**config.mk**
```make
export PLATFORM = sky130hd
export DESIGN_NAME = dr_rx
export DESIGN_NICKNAME = d
export VERILOG_FILES = /design/src/rtl/dr_pkg.sv /design/src/rtl/dr_rx_sync.sv /design/src/rtl/dr_rx.sv
export SDC_FILE = /design/constraint.sdc
export NUM_CORES = 1
export LEC_CHECK = 0
export CORE_ASPECT_RATIO = 0.6
export CORE_MARGIN = 1
export CORE_UTILIZATION = 35
export DETAILED_ROUTE_END_ITERATION = 8
export DONT_BUFFER_PORTS = 1
export GPL_TIMING_DRIVEN = 1
export SLEW_MARGIN = 20
export SYNTH_ARGS = -nofsm -noshare
export SYNTH_HDL_FRONTEND = slang
export SYNTH_HIERARCHICAL = 1
export SYNTH_SLANG_ARGS = --single-unit
```
**constraint.sdc**
```tcl
create_clock -name clk -period 1.95 [get_ports clk]
set_clock_uncertainty 0.05 [all_clocks]
set_input_delay 0.4875 -clock clk [delete_from_list [all_inputs] [get_ports clk]]
set_output_delay 0.4875 -clock clk [all_outputs]
set_load 0.02 [all_outputs]
```
**src/rtl/dr_pkg.sv**
```systemverilog
// Shared types and codeword constants for the dual-rail receiver.
package dr_pkg;

  typedef enum logic {
    WAIT_DATA   = 1'b0,
    WAIT_SPACER = 1'b1
  } dr_state_t;

  localparam logic [1:0] DR_SPACER  = 2'b00;
  localparam logic [1:0] DR_ZERO    = 2'b01;
  localparam logic [1:0] DR_ONE     = 2'b10;
  localparam logic [1:0] DR_ILLEGAL = 2'b11;

endpackage

```
**src/rtl/dr_rx_sync.sv**
```systemverilog
// Input capture stage for the dual-rail bus; DR_RX_SYNC_EN selects a
// two-flop synchronizer per rail, otherwise a single register stage.
module dr_rx_sync
  import dr_pkg::*;
#(
  parameter int W = 32
) (
  input  logic         clk,
  input  logic         rst_n,
  input  logic [W-1:0] d,
  output logic [W-1:0] q
);

`ifdef DR_RX_SYNC_EN
  logic [W-1:0] meta;

  always_ff @(posedge clk) begin
    if (!rst_n) begin
      meta <= '0;
      q    <= '0;
    end else begin
      meta <= d;
      q    <= meta;
    end
  end
`else
  always_ff @(posedge clk) begin
    if (!rst_n) q <= '0;
    else        q <= d;
  end
`endif

endmodule

```
**src/rtl/dr_rx.sv**
```systemverilog
// Dual-rail to synchronous receiver: four-phase ack handshake on the
// asynchronous side, one-word valid/ready buffer on the clocked side.
module dr_rx
  import dr_pkg::*;
#(
  parameter int N = 16
) (
  input  logic           clk,
  input  logic           rst_n,
  input  logic [2*N-1:0] in,
  output logic           ack,
  output logic [N-1:0]   out,
  output logic           out_vld,
  input  logic           out_rdy,
  output logic           err
);

  logic [2*N-1:0] s;
  logic [2*N-1:0] p;
  logic [N-1:0]   pair_valid;
  logic [N-1:0]   pair_spacer;
  logic [N-1:0]   pair_illegal;
  logic [N-1:0]   data;
  logic           stable;
  logic           complete;
  logic           spacer;
  logic           illegal;
  logic           capture;
  logic           err_done;
  dr_state_t      state;

  dr_rx_sync #(.W(2*N)) u_sync (
    .clk   (clk),
    .rst_n (rst_n),
    .d     (in),
    .q     (s)
  );

  generate
    for (genvar gi = 0; gi < N; gi++) begin : g_pair
      logic [1:0] pr;
      assign pr               = s[2*gi+1 -: 2];
      assign pair_valid[gi]   = (pr == DR_ZERO) || (pr == DR_ONE);
      assign pair_spacer[gi]  = (pr == DR_SPACER);
      assign pair_illegal[gi] = (pr == DR_ILLEGAL);
      assign data[gi]         = pr[1];
    end
  endgenerate

  // Only samples that held for two consecutive cycles are acted upon.
  assign stable   = (s == p);
  assign complete = stable && (&pair_valid);
  assign spacer   = stable && (&pair_spacer);
  assign illegal  = stable && (|pair_illegal);
  assign capture  = (state == WAIT_DATA) && complete && (!out_vld || out_rdy);

  always_ff @(posedge clk) begin
    if (!rst_n) begin
      p        <= '0;
      state    <= WAIT_DATA;
      ack      <= 1'b0;
      out      <= '0;
      out_vld  <= 1'b0;
      err      <= 1'b0;
      err_done <= 1'b0;
    end else begin
      p   <= s;
      err <= illegal && !err_done;
      // err_done re-arms only once the sample has moved.
      if (!stable)      err_done <= 1'b0;
      else if (illegal) err_done <= 1'b1;

      if (capture) begin
        out     <= data;
        out_vld <= 1'b1;
      end else if (out_rdy) begin
        out_vld <= 1'b0;
      end

      unique case (state)
        WAIT_DATA: begin
          if (capture) begin
            state <= WAIT_SPACER;
            ack   <= 1'b1;
          end
        end
        WAIT_SPACER: begin
          if (spacer) begin
            state <= WAIT_DATA;
            ack   <= 1'b0;
          end
        end
        default: begin
          state <= WAIT_DATA;
          ack   <= 1'b0;
        end
      endcase
    end
  end

endmodule

```
Run 1, PDN straps and rails:
Scale bar: 50 um. Pins as bars on the die edge.
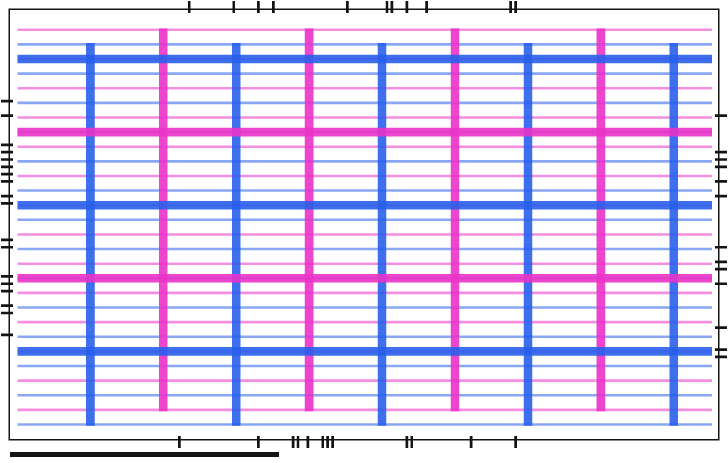
net	colour
VDD	magenta
VSS	blue
signal pins	54
met1 rails	28
rows	27
met5 straps	5

Run 1, placement by cell class:
Scale bar: 50 um.
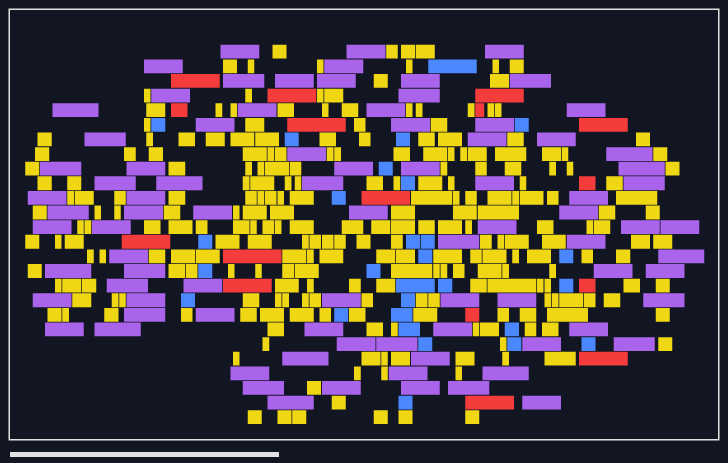
class	colour	cells
sequential cells	purple	85
clock drivers and dummy loads	red	16
remaining buffers and delay cells	blue	28
combinational and other logic	yellow	251

Run 1, clock wires, drivers and flops:
Scale bar: 50 um.
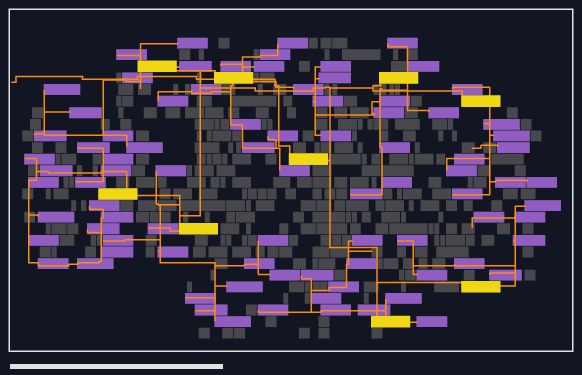
[clock wires] orange | length: 1110 um
[clock drivers] yellow | count: 9
[flip-flops] purple | count: 85
routed clock nets	10

Run 1, wiring by layer:
Two of the layers only.
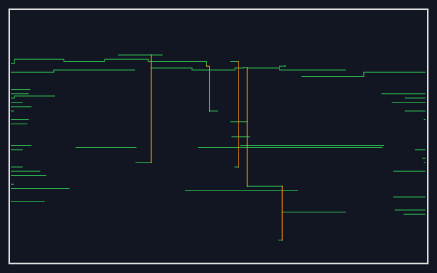
layer	colour	wire length
metal 4	orange	137 um
metal 3	green	622 um
vias post-DR: 2233
Total GRT Usage: 15.6%
routed len/inst: 14.8 um
WL final: 7550 um

==> impl_metrics.tcl, run 1 <==
# place-and-route summary
set metrics [dict create \
    num_rows 27 \
    diodes 0 \
    synth_area_per_cell_um2 10.2 \
    port_buffers 0 \
    hold_buffers 0 \
    reg2reg_from "u_sync/q[7]$_SDFF_PN0_" \
    drc_errors 0 \
    power_clock_mw 1.84 \
    ys_warn_count 6 \
    antenna_found_initial 0 \
    rsz0062_at_grt "yes" \
    met3_length_um 622 \
    hpwl_um 5260 \
    slew_violations 0 \
    nets 442 \
    yosysCellCount 347 \
    startpoint_type "flip-flop" \
    cts_root_buffer "clkbuf_16" \
    final_area_mm2 0.00442 \
    violations "negative setup slack" \
    p_per_area_mw_per_mm2 897 \
    place_ws_ps -244 \
    pwr-share-comb_pct 6.8 \
    fp_util_pct 37.2 \
    powerComb_mw 0.268 \
    slew_headroom_pct 71.1 \
    final.setup.tns_ps -311 \
    inverters 49 \
    ff_latch_area_mm2 0.00176 \
    nonClockBufferCount 28 \
    fill_cells 884 \
    use_met3_pct 7.43 \
    crit_fanout 7 \
    mi_logic_area_mm2 0.00174 \
    status "finished, violations left" \
    synthCells 347 \
    synthArstFlopShare_pct 0 \
    power_leader "sequential cells" \
    cts_setup_buffers 12 \
    clockBufferDepth 2 \
    path_depth 8 \
    clock_latency_ps 350 \
    met1_length_um 3980 \
    grt_pass1_vias 2232 \
    p_switching_mw 0.902 \
    yosys_area_mm2 0.00353 \
    endpoint "out[3]$_SDFFE_PN0P_" \
    sw_frac_of_total_pct 22.7 \
    place_area_mm2 0.00375 \
    critical_path_arrival_ps 2220 \
    globalRouteMet2Util_pct 20.7 \
    critPathSlowestCell "dfxtp_2" \
    highest-signal-layer "met4" \
    wl_met2_um 2810 \
    min_from "rst_n" \
    r2r_setup_slack_ps -50 \
    worstReg2RegEnd "out[3]$_SDFFE_PN0P_" \
    min_to "p[28]$_SDFF_PN0_" \
    ys_ff 85 \
    setup_ws_ps -50.2 \
    design.core.area_mm2 0.00949 \
    p_total_mw 3.96 \
    taps 130 \
    seq_power_share_pct 46.7 \
    synth_area_mm2 0.00353 \
    whs_ps 219 \
    buffer_area_share_pct 5.61 \
    cts_buffers 9 \
    final_cells 510 \
    chipArea_mm2 0.0105 \
    syn_nets 414 \
    grt_pass1_wl_um 11900 \
    vias_per_cell 4.38 \
    power.leakage_nw 2.03 \
    crit_chain "xor2_1 > nor4_1 > buf_4 > nand4_4 > nor4_4 > buf_4 > buf_12 > mux2i_1" \
    post-route-min-period_ps 2000 \
    cp.buffers_inverters 3 \
    fin_crit_sh_pct 103 \
    cpMostUsedCell "buf_4" \
    finalHoldViolCount 0 \
    cts-htree-levels 3 \
    grt_max_degree 87 \
    warnings 44 \
    seq_power_mw 1.85 \
    cp-startpoint "u_sync/q[7]$_SDFF_PN0_" \
    flops 85 \
    finalSetupViolCount 18 \
    tightest_slew_ps 431 \
    routabilityCongestion 0.893 \
    peakVddDrop_mv 0.451 \
    first_pass_iters 4 \
    first_iter_violations 85 \
    top_area_share_pct 48.1 \
    seq_share_pct 39.9 \
    final_layout_size_suffix_gt1_share_pct 34.5 \
    clkbuf_count 9 \
    ys_types 28 \
    hold_class "primary input to flip-flop" \
    die_x_um 132 \
    syn2layout_area_growth_pct 25.0 \
    dp.cells 480 \
    pin_count 54 \
    power.internal_mw 3.06 \
    path_clk_slew_ps 60 \
    ff2ff_path_depth 8 \
    final-clk-cell-share_pct 7.34 \
    clkPwrFrac_pct 46.5 \
    cp.required_ps 2170 \
    synthTopCellsByArea "dfxtp_1 (48%), ha_1 (11%), xor2_1 (7.9%)" \
    cts_tree "done" \
    grt.busiest_layer "met1" \
    common_cells "dfxtp_1 (85), inv_1 (49), nand2_1 (34)" \
    top_area_cell "dfxtp_1" \
    grt_overflow_total 0 \
    crit_family "simple AND/OR/NAND/NOR gates" \
    final_util_pct 46.5 \
    top_area_cell_class "sequential cells" \
    cts_resized 55 \
    clkSinkCount 85 \
    ys.flop_type "dfxtp_1" \
    comb_share_pct 39.3 \
    slowest_delay_ps 340 \
    ys_seq_share_pct 48.1 \
]
[run 1: cells by family (layout without fill, tap and decap cells)]
family          count (synthesis)  after routing  share of synthesized area, %
simple gates                  117            117                          19.7
flops                          85             85                          48.1
buf+inv                        60             93                          7.15
fa+ha+maj                      32             32                          11.3
xor+xnor                       32             32                          7.93
mux                            16             16                          4.53
compound gates                  5              5                          1.24
[run 1: cell usage in the layout (no fill, tap or decap), types with 3 or more instances in the layout]
master	instances
dfxtp_1	57
inv_1	45
nand2_1	34
and2_2	32
xor2_1	30
ha_1	30
buf_4	24
dfxtp_2	18
mux2i_1	16
and2_1	16
clkbuf_16	10
dfxtp_4	10
nand4_1	8
nor4_2	6
nor4_1	5
inv_2	4
nor4_4	4
nor2_2	3
--- run 2 (diff from run 1) ---
--- a/config.mk
+++ b/config.mk
@@ -11,6 +11,7 @@
 export DETAILED_ROUTE_END_ITERATION = 8
 export DONT_BUFFER_PORTS = 1
 export GPL_TIMING_DRIVEN = 1
+export HOLD_SLACK_MARGIN = 0.1
 export SLEW_MARGIN = 20
 export SYNTH_ARGS = -nofsm -noshare
 export SYNTH_HDL_FRONTEND = slang
Run 2, clock wires, drivers and flops:
Scale bar: 50 um.
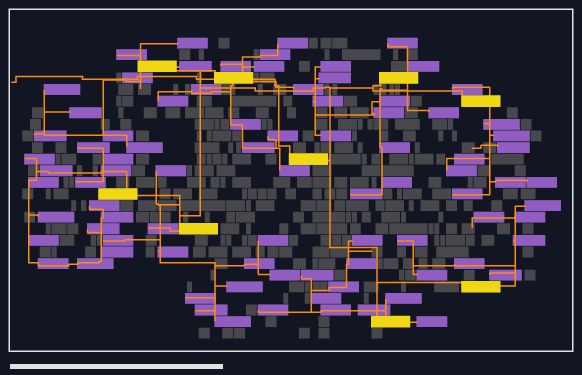
[clock wires] orange | length: 1110 um
[clock drivers] yellow | count: 9
[flip-flops] purple | count: 85
flops lie	all over the die
routed clock nets	10

Run 2, wiring by layer:
Two of the layers only.
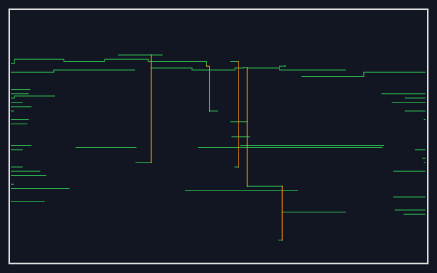
layer	colour	wire length
metal 4	orange	137 um
metal 3	green	622 um

==> run 2 against run 1 <==
Against the previous run:
- total power is the same
- largest cell class unchanged
- the flow still finishes with violations (negative setup slack)
- flip-flop count is the same
- setup slack is the same
==> impl_metrics.tcl, run 2 <==
# place-and-route summary
set metrics [dict create \
    cts_buffers 9 \
    tightest_slew_ps 431 \
    syn_nets 414 \
    synthCells 347 \
    final_area_mm2 0.00442 \
    vias_per_cell 4.38 \
    clock_latency_ps 350 \
    crit_family "simple AND/OR/NAND/NOR gates" \
    place_ws_ps -244 \
    power_clock_mw 1.84 \
    reg.largest.list "p x32, u_sync/q x32, out x16" \
    warnings 44 \
    final_layout_size_suffix_gt1_share_pct 34.5 \
    met1_length_um 3980 \
    grt_pass1_wl_um 11900 \
    seq_power_mw 1.85 \
    design.core.area_mm2 0.00949 \
    critical_path_arrival_ps 2220 \
    cts_tree "done" \
    path_clk_slew_ps 60 \
    final-clk-cell-share_pct 7.34 \
    place_area_mm2 0.00375 \
    hold_class "primary input to flip-flop" \
    whs_ps 219 \
    simple_gate_area_share_pct 19.7 \
    ys_seq_share_pct 48.1 \
    first_pass_iters 4 \
    cpMostUsedCell "buf_4" \
    globalRouteMet2Util_pct 20.7 \
    final.setup.tns_ps -311 \
    slew_headroom_pct 71.1 \
    num_rows 27 \
    taps 130 \
    cts_root_buffer "clkbuf_16" \
    routabilityCongestion 0.893 \
    fill_cells 884 \
    nets 442 \
    hpwl_um 5260 \
    ys_types 28 \
    xor_area_share_pct 7.93 \
    status "finished, violations left" \
    die_x_um 132 \
    ys.flop_type "dfxtp_1" \
    wl_met2_um 2810 \
    grt_max_degree 87 \
    finalSetupViolCount 18 \
    aoi_share_pct 1.24 \
    inverters 49 \
    synth_area_per_cell_um2 10.2 \
    final_util_pct 46.5 \
    p_switching_mw 0.902 \
    track_usage_pct 15.6 \
    buffer_area_share_pct 5.61 \
    layout_top_cell "dfxtp_1" \
    power.leakage_nw 2.03 \
    pin_count 54 \
    seq_share_pct 39.9 \
    mux_area_share_pct 4.53 \
    p_total_mw 3.96 \
    powerComb_mw 0.268 \
    wl_per_cell_um 14.8 \
    drc_errors 0 \
    synth_area_mm2 0.00353 \
    num_vias 2233 \
    fin_crit_sh_pct 103 \
    use_met3_pct 7.43 \
    post-route-min-period_ps 2000 \
    ff_latch_area_mm2 0.00176 \
    clkbuf_count 9 \
    dp.cells 480 \
    clkPwrFrac_pct 46.5 \
    mi_logic_area_mm2 0.00174 \
    highest-signal-layer "met4" \
    lay_top_cells "dfxtp_1 (57), inv_1 (45), nand2_1 (34)" \
    grt_pass1_vias 2232 \
    fp_util_pct 37.2 \
    seq_power_share_pct 46.7 \
    yosysCellCount 347 \
    clockBufferDepth 2 \
    nonClockBufferCount 28 \
    power_leader "sequential cells" \
    rsz0062_at_grt "yes" \
    top_area_cell "dfxtp_1" \
    syn2layout_area_growth_pct 25.0 \
    port_buffers 0 \
    met3_length_um 622 \
    yosys_area_mm2 0.00353 \
    synthArstFlopShare_pct 0 \
    slew_violations 0 \
    synthTopCellsByArea "dfxtp_1 (48%), ha_1 (11%), xor2_1 (7.9%)" \
    grt_overflow_total 0 \
    finalHoldViolCount 0 \
    ys_warn_count 6 \
    startpoint_type "flip-flop" \
    peakVddDrop_mv 0.451 \
    ys_ff 85 \
    cp.required_ps 2170 \
    top_area_share_pct 48.1 \
    pwr-share-comb_pct 6.8 \
    sw_frac_of_total_pct 22.7 \
    clkSinkCount 85 \
    setup_ws_ps -50.2 \
    crit_fanout 7 \
    p_per_area_mw_per_mm2 897 \
    diodes 0 \
    slowest_delay_ps 340 \
    violations "negative setup slack" \
    top_area_cell_class "sequential cells" \
    power.internal_mw 3.06 \
    first_iter_violations 85 \
    final_cells 510 \
    antenna_found_initial 0 \
    topCombFamilyByArea "simple AND/OR/NAND/NOR gates" \
    flops 85 \
    chipArea_mm2 0.0105 \
    routed_wl_um 7550 \
]
==> run 2: cell counts after synthesis <==
Identical to the previous run, type by type.
==> run 2: what timing repair did <==
action                                  CTS  global route
hold buffers                              0             0
buffers inserted                         12             1
cloned                                    1             0
endpoints found under the setup margin   21            21
pin swaps                                18             7
gates resized                            55            14
endpoints found under the hold margin     0             0
==> run 2: path summary, 6_finish.rpt <==
check | startpoint | endpoint | slack, ps | depth (start not counted)
max | u_sync/q[7]$_SDFF_PN0_ | out[3]$_SDFFE_PN0P_ | -50 | 8
max reg2reg | u_sync/q[7]$_SDFF_PN0_ | out[3]$_SDFFE_PN0P_ | -50 | 8
min reg2reg | u_sync/q[7]$_SDFF_PN0_ | p[7]$_SDFF_PN0_ | 440 | 2
min | rst_n | p[28]$_SDFF_PN0_ | 220 | 1
--- run 3 (diff from run 2) ---
--- a/config.mk
+++ b/config.mk
@@ -7,7 +7,7 @@
 export LEC_CHECK = 0
 export CORE_ASPECT_RATIO = 0.6
 export CORE_MARGIN = 1
-export CORE_UTILIZATION = 35
+export CORE_UTILIZATION = 45
 export DETAILED_ROUTE_END_ITERATION = 8
 export DONT_BUFFER_PORTS = 1
 export GPL_TIMING_DRIVEN = 1
Run 3, cell placement:
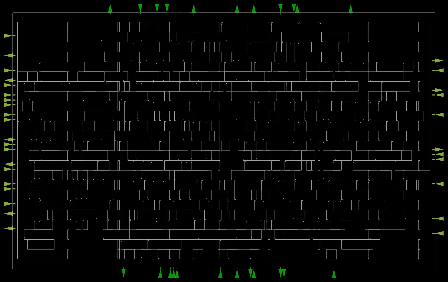
cell row count: 24
non-filler cells, final: 473
sequential cell area share: 41.2%
Core ar.: 0.00742 mm^2
utilization after layout: 56.2%

Run 3, placement by cell class:
Scale bar: 20 um.
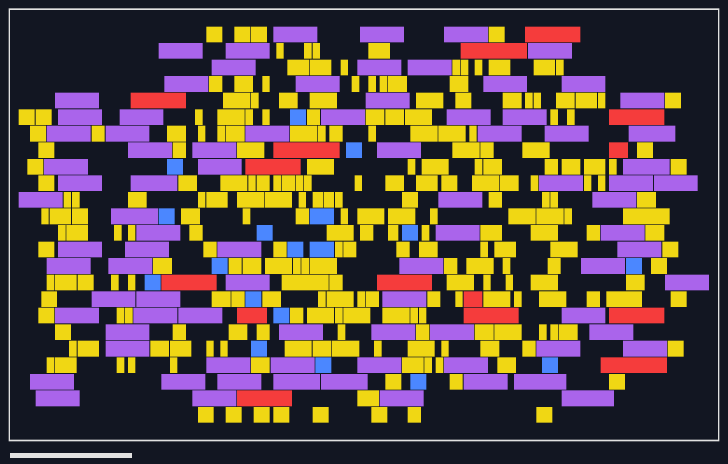
class	colour	cells
remaining buffers and delay cells	blue	18
clock drivers and dummy loads	red	15
combinational and other logic	yellow	251
sequential cells	purple	85

==> run 3 against run 2 <==
Against the previous run:
- the run still ends with negative setup slack left
- fmax down 5.6%
- critical path type unchanged
- combinational power down 12%
- core utilization up 9.7 points
- via count down 2.1%
- non-clock buffer count down 10
- synthesized area unchanged
- total power up 2.1%
- sequential share of layout area up 1.3 points
- critical endpoint is now out[4]$_SDFFE_PN0P_
- synthesized cell count unchanged
- first-iteration DRC count up 7.1%
- sequential power about the same
==> impl_metrics.tcl, run 3 <==
# place-and-route summary
set metrics [dict create \
    seq_power_share_pct 45.8 \
    met3_length_um 369 \
    ff2ff_path_depth 6 \
    cts_resized 8 \
    wl_per_cell_um 14.6 \
    diodes 0 \
    path_clk_slew_ps 60 \
    cp-startpoint "u_sync/q[25]$_SDFF_PN0_" \
    hold_class "primary input to flip-flop" \
    min_to "p[11]$_SDFF_PN0_" \
    reg.largest.list "p x32, u_sync/q x32, out x16" \
    first_pass_iters 4 \
    synth_area_per_cell_um2 10.2 \
    pwr-share-comb_pct 5.8 \
    p_per_area_mw_per_mm2 970 \
    ys_warn_count 6 \
    place_ws_ps -275 \
    fp_util_pct 47.7 \
    violations "negative setup slack" \
    pin_count 54 \
    grt_max_degree 87 \
    num_vias 2186 \
    cts_setup_buffers 2 \
    nonClockBufferCount 18 \
    status "finished, violations left" \
    routed_wl_um 6920 \
    clock_latency_ps 340 \
    routabilityCongestion 0.789 \
    clkSinkCount 85 \
    syn2layout_area_growth_pct 17.9 \
    wl_met2_um 2620 \
    cts_tree "done" \
    endpoint "out[4]$_SDFFE_PN0P_" \
    globalRouteMet2Util_pct 23.9 \
    met1_length_um 3820 \
    use_met3_pct 6.94 \
    p_switching_mw 0.838 \
    buffer_area_share_pct 3.42 \
    vias_per_cell 4.62 \
    clockBufferDepth 2 \
    ys_seq_share_pct 48.1 \
    startpoint_type "flip-flop" \
    warnings 44 \
    seq_power_mw 1.85 \
    yosys_area_mm2 0.00353 \
    synthTopCellsByArea "dfxtp_1 (48%), ha_1 (11%), xor2_1 (7.9%)" \
    hold_buffers 0 \
    highest-signal-layer "met4" \
    top_area_cell_class "sequential cells" \
    top_area_cell "dfxtp_1" \
    antenna_found_initial 0 \
    power_clock_mw 1.96 \
    grt.busiest_layer "met1" \
    cts_root_buffer "clkbuf_16" \
    fin_crit_sh_pct 109 \
    powerComb_mw 0.236 \
    grt_pass1_vias 2134 \
    layout_top_cell "dfxtp_1" \
    clkbuf_count 10 \
    place_area_mm2 0.00372 \
    first_iter_violations 91 \
    final_layout_size_suffix_gt1_share_pct 22.8 \
    slew_headroom_pct 68.7 \
    syn_nets 414 \
    r2r_setup_slack_ps -170 \
    chipArea_mm2 0.00822 \
    p_total_mw 4.05 \
    taps 104 \
    ff_latch_area_mm2 0.00172 \
    grt_pass1_wl_um 11100 \
    final-clk-cell-share_pct 8.31 \
    grt_overflow_total 0 \
    cts_buffers 9 \
    final_area_mm2 0.00417 \
    setup_ws_ps -170 \
    fill_cells 667 \
    cts-htree-levels 3 \
    port_buffers 0 \
    comb_share_pct 39.6 \
    ys_ff 85 \
    peakVddDrop_mv 0.402 \
    top_area_share_pct 48.1 \
    finalSetupViolCount 17 \
    whs_ps 221 \
    post-route-min-period_ps 2120 \
    slew_violations 0 \
    track_usage_pct 18.9 \
    clkPwrFrac_pct 48.3 \
]
==> run 3: cell counts after synthesis <==
No cell type changed its count.
==> run 3: stage by stage <==
step           setup TNS (ps)  util (%)
6_report                -2440      56.2
5_1_grt                 -3540      56.2
4_1_cts                 -1930      55.3
3_5_place_dp            -4160      50.1
3_3_place_gp            -3450      50.1
2_1_floorplan               0         -
==> run 3: logic make-up after synthesis <==
group | share of synthesized area, %
AND-OR/OR-AND | 1.24
AND/OR/NAND/NOR | 19.7
multiplexers | 4.53
adder cells (fa/ha/maj) | 11.3
XOR/XNOR | 7.93
buffers and inverters | 7.15
flip-flops | 48.1
==> run 3: worst max-delay path: stages (launching register included) <==
cell and delay, ps:
dfxtp_4 340, xor2_1 160, nor4_2 420, nand4_1 230, nor4_4 430, buf_6 220, mux2i_1 200
No activity file was given, so power comes from the tool's default toggle rates.
